### src/rtl/vram_arbiter.sv
// vram_arbiter: shares one single-port VRAM between the text glyph fetcher and a host port; define VRAM_BLANK_ONLY_EN to grant the host only outside active fetch.
module vram_arbiter #(
  parameter int COLS = 80,
  parameter int WIDTH = 640,
  parameter int HEIGHT = 480,
  parameter int H_SIZE = 800,
  parameter int V_SIZE = 525,
  parameter logic [12:0] FONT_BASE = 13'h1800
) (
  input  logic        clk_in,
  input  logic        rst,
  input  logic [13:0] hpos,
  input  logic [13:0] vpos,
  input  logic        host_req,
  input  logic        host_we,
  input  logic [12:0] host_addr,
  input  logic [7:0]  host_wdata,
  output logic        host_ack,
  output logic [7:0]  host_rdata,
  output logic [12:0] mem_addr,
  output logic        mem_we,
  output logic [7:0]  mem_wdata,
  input  logic [7:0]  mem_rdata,
  output logic [7:0]  glyph_row
);
  typedef enum logic [1:0] {H_IDLE, H_ADDR, H_DATA, H_ACK} hstate_t;
  hstate_t hstate;
  logic [13:0] h8, vn, fc, fl;
  logic [7:0] glyph_next;
  logic [2:0] p;
  logic wrap, fetch, slot_a, slot_b, host_grant;
  // Target is one cell ahead; the last cell of a line points at cell 0 of the next line.
  always_comb begin
    h8 = hpos + 14'd8;
    wrap = h8 >= 14'(H_SIZE);
    fc = wrap ? (h8 - 14'(H_SIZE)) >> 3 : h8 >> 3;
    vn = (vpos + 14'd1 >= 14'(V_SIZE)) ? 14'd0 : vpos + 14'd1;
    fl = wrap ? vn : vpos;
    p = hpos[2:0];
    fetch = fc < 14'(COLS) && fl < 14'(HEIGHT) && {fc[10:0], 3'b000} < 14'(WIDTH);
    slot_a = fetch && p == 3'd0;
    slot_b = fetch && p == 3'd2;
`ifdef VRAM_BLANK_ONLY_EN
    host_grant = host_req && !fetch;
`else
    host_grant = host_req && !slot_a && !slot_b;
`endif
  end
  always_ff @(posedge clk_in or posedge rst) begin
    if (rst) begin
      hstate <= H_IDLE;
      mem_addr <= '0;
      mem_we <= 1'b0;
      mem_wdata <= '0;
      host_ack <= 1'b0;
      host_rdata <= '0;
      glyph_next <= '0;
      glyph_row <= '0;
    end else begin
      mem_we <= 1'b0;
      host_ack <= 1'b0;
      case (hstate)
        H_IDLE: if (host_grant) begin
          hstate <= H_ADDR;
          mem_addr <= host_addr;
          mem_we <= host_we;
          mem_wdata <= host_wdata;
        end
        H_ADDR: hstate <= H_DATA;
        H_DATA: begin
          hstate <= H_ACK;
          host_rdata <= mem_rdata;
          host_ack <= 1'b1;
        end
        default: hstate <= H_IDLE;
      endcase
      if (slot_a) mem_addr <= 13'(14'(fl[8:3]) * 14'(COLS) + fc);
      if (slot_b) mem_addr <= FONT_BASE + {2'b00, mem_rdata, fl[2:0]};
      if (p == 3'd0 && !fetch) glyph_next <= '0;
      if (fetch && p == 3'd4) glyph_next <= mem_rdata;
      if (p == 3'd7) glyph_row <= glyph_next;
    end
  end
endmodule

### config.mk
export PLATFORM = sky130hd
export DESIGN_NAME = vram_arbiter
export DESIGN_NICKNAME = d
export VERILOG_FILES = /design/src/rtl/vram_arbiter.sv
export SDC_FILE = /design/constraint.sdc
export NUM_CORES = 1
export LEC_CHECK = 0
export CAP_MARGIN = 20
export CORE_UTILIZATION = 42
export CTS_CLUSTER_SIZE = 40
export DETAILED_ROUTE_END_ITERATION = 12
export PLACE_DENSITY = 0.7
export RECOVER_POWER = 25
export SLEW_MARGIN = 10
export SYNTH_ARGS = -nofsm -noshare
export SYNTH_HDL_FRONTEND = slang
export SYNTH_SLANG_ARGS = --single-unit
### constraint.sdc
create_clock -name clk_in -period 2.53 [get_ports clk_in]
set_clock_uncertainty 0.05 [all_clocks]
set_input_delay 0.506 -clock clk_in [delete_from_list [all_inputs] [get_ports clk_in]]
set_output_delay 0.506 -clock clk_in [all_outputs]
set_load 0.005 [all_outputs]
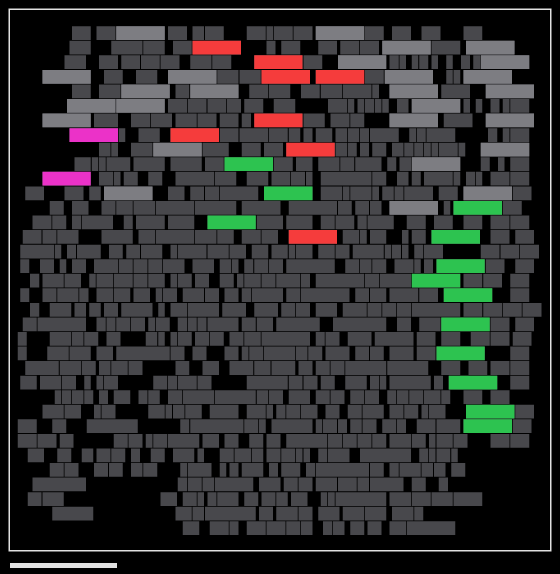
*Where the registers sit*
Bar = 20 um. Other sequential cells in the stronger grey, the rest of the logic in the fainter grey.
`hstate`: marked magenta, sequential cells 2. `host_rdata`: marked red, sequential cells 8, where top middle. `mem_addr`: marked green, sequential cells 13, where right middle.
Seq area share: 0.1721
final core occ: 0.7602
FF/Latch Area: 1226 um2
P_seq: 1270 uW

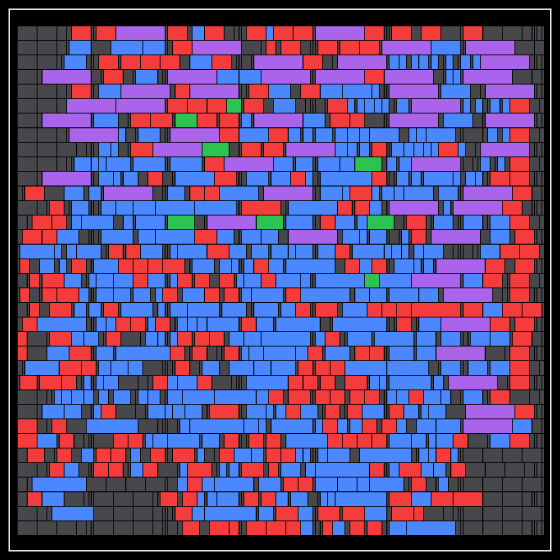
*Cells coloured by class*
Fill, decap, tap and diode cells in grey.
remaining buffers and delay cells: marked red, cells 245, share of their area 31%. remaining logic cells: marked blue, cells 378, share of their area 50%. clock drivers and dummy loads: marked green, cells 8, share of their area 1.4%. sequential cells: marked purple, cells 49, share of their area 18%.
final instance area: 7124 um2
Core Area: 9371 um2
Site Rows: 35

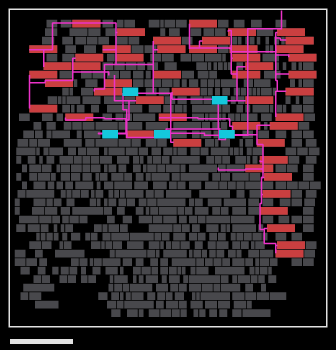
*Clock network drawn from the DEF*
Bar = 20 um.
clock wires: marked magenta, length 639 um. flip-flops: marked red, count 49. clock-net drivers: marked cyan, count 5.
There are 6 routed clock nets.
Clock Power Share: 0.132
Clock net power: 502 uW
clock latency on the worst-skew pair: 0.31 ns

per-stage QoR:
stage               utilization  power [uW]  setup WS [ns]  cells  area, um2
floorplan                     -        2106         -2.119    447       4324
global placement         0.6653        3061         -2.620    770       6235
detailed placement       0.6653        3128         -2.793    770       6235
CTS                      0.7115        3700         -1.820    793       6668
global route             0.7602        4030         -2.194    809       7124
finish                   0.7602        3796         -2.060    809       7124
synth_stat cells, drive strengths merged, types with 10 or more instances:
cell,n
o221ai,10
inv,20
mux2i,27
nand2,48
ha,21
nor2,12
a21oi,16
clkbuf,13
xnor2,18
and3,13
mux2,19
dfrtp,49
nand3,21
nor3,14
o21ai,31
registers in the layout (all words and copies together), names as in the netlist:
name	flops
mem_addr	13
glyph_next	8
host_ack	1
glyph_row	8
hstate	2
mem_wdata	8
host_rdata	8
mem_we	1
==> results.py <==
# Physical implementation metrics
metrics = {
    "outcome": {
        "status": "finished with violations",
        "violations": "negative setup slack",
    },
    "logic_synthesis": {
        "netlist_logic_family_top": "AND-OR/OR-AND gates",
        "flop_cell": "dfrtp_1",
        "yosysWarnings": 0,
        "synthAdderAreaFrac": 0.07374,
        "ys_seq_frac": 0.2986,
        "edf_count": 0,
        "yosys.area.top_type": "dfrtp_1",
        "ys_types": 74,
        "postSynthAreaPerCell_um2": 9.187,
        "syn-num-nets": 531,
        "yosys_register_bits": 49,
        "synth_area_um2": 4106,
        "yosys_cells": 447,
        "area_leaders": "dfrtp_1, mux2i_1, ha_1",
        "synthXorXnorAreaFrac": 0.05545,
        "netlist_instances": 447,
        "ys_sh_mux": 0.1179,
        "yosys_area_um2": 4106,
    },
    "detailed_routing": {
        "drtPass1Iterations": 4,
        "drc_errors": 0,
        "routed.top_layer": "met4",
        "post_drt_wl_per_cell_um": 17.59,
        "wl_met1_mm": 6.029,
        "wl_met2_mm": 7.428,
        "ant_nets": 0,
        "wl_met3_um": 582,
        "vias_per_cell": 5.556,
        "num_vias": 4495,
    },
    "grt": {
        "grt.busiest_layer": "met2",
        "track_usage": 0.2640,
        "grt_overflow_total": 0,
        "antenna_found_initial": 0,
        "grtUsageMet3": 0.02913,
        "grt_pass1_vias": 4329,
        "grt_use_met2": 0.4784,
        "met1_usage": 0.3361,
        "grt_max_degree": 50,
        "grt_pass1_wl_mm": 21.17,
    },
    "critical_path": {
        "max_stage_delay_ns": 0.41,
        "reg2reg_to": "mem_addr[4]$_DFFE_PP0P_",
        "critPathCaptureType": "flop",
        "critPathBufInv": 6,
        "crit_type": "in2reg",
        "r2r_cells": 6,
        "endpoint": "mem_addr[10]$_DFFE_PP0P_",
        "startpoint": "vpos[1]",
        "ff2ff_setup_slack_ns": 0.70,
        "crit_top_cell": "buf_4",
        "critical_path_required_ns": 2.67,
        "path_depth": 22,
        "critPathMaxFanout": 5,
        "cp_cell_sequence": "buf_8 > buf_4 > nand2_2 > or3_4 > a221oi_4 > a21oi_2 > or3_4 > buf_6 > o41ai_4 > ha_1 > ha_4 > fa_2 > xor2_1 > ha_1 > buf_4 > buf_4 > inv_2 > o21bai_1 > xnor2_1 > nand2_1 > o21ai_1 > mux2i_1",
        "rr_startpoint": "hstate[1]$_DFFE_PP0P_",
        "crit_arrival_ns": 4.73,
        "cp_slowest_cell": "or3_4",
    },
    "sta": {
        "setup_viol": 32,
        "period_used_share": 1.814,
        "grt_setup_unrepaired": "true",
        "setup_tns_ns": -24.80,
        "worst_slack_ns": -2.060,
        "maxSlewHeadroom": 0.1679,
        "report.final.hold_viol_count": 0,
        "clock.fmax_ghz": 0.2179,
        "drv_slew": 0,
        "tightest_slew_ns": 1.248,
        "hold_ws_ns": 0.4369,
    },
    "power": {
        "switchingPower_uw": 1295,
        "pg_comb_uw": 2030,
        "p_leak_uw": 0.003227,
        "seqPwrFrac": 0.334,
        "intPower_uw": 2501,
        "comb_power_share": 0.534,
        "top_power_group": "combinational logic",
        "vdd_drop_max_v": 0.0003755,
        "power.density_nw_per_um2": 532.9,
    },
    "floorplan": {
        "ios": 100,
        "fp_util": 0.4382,
        "die_area_um2": 10180,
        "n_tap_cell": 129,
        "die_w_um": 100.9,
    },
    "cells_and_area": {
        "inv_count": 20,
        "antenna_cells": 0,
        "comb_cells": 358,
        "bufAreaShareNonClock": 0.3037,
        "clock_area_frac": 0.01335,
        "final_nets": 763,
        "clock_buffers": 5,
        "flops": 49,
        "fillers": 661,
        "multiInputGateArea_um2": 3403,
        "lay_top_cells": "buf_4, clkdlybuf4s50_1, dfrtp_1, nand2_1, mux2i_1",
        "largest_class": "multi-input combinational cells",
        "final_common_cell": "buf_4",
    },
    "clock_tree": {
        "cts_resized": 128,
        "post_cts_buffers": 15,
        "cts_root_buffer": "clkbuf_8",
        "ctsHoldBuffers": 0,
        "cts_buffers": 5,
        "h-tree-depth": 2,
        "cts_sinks": 49,
        "path_clk_slew_ns": 0.11,
        "cts_tree": "built",
    },
    "run": {
        "drv_cap": 0,
        "log.warning_count": 31,
    },
    "place": {
        "hpwl_mm": 10.04,
        "gp_congestion": 1.003,
    },
    "worst_hold_path": {
        "holdCritStartpoint": "glyph_row[2]$_DFFE_PP0N_",
        "min_path_cells": 2,
        "worstHoldPathType": "reg2reg",
        "worstHoldEndpoint": "glyph_row[2]$_DFFE_PP0N_",
    },
}
Power is estimated from default activity; no workload was simulated.
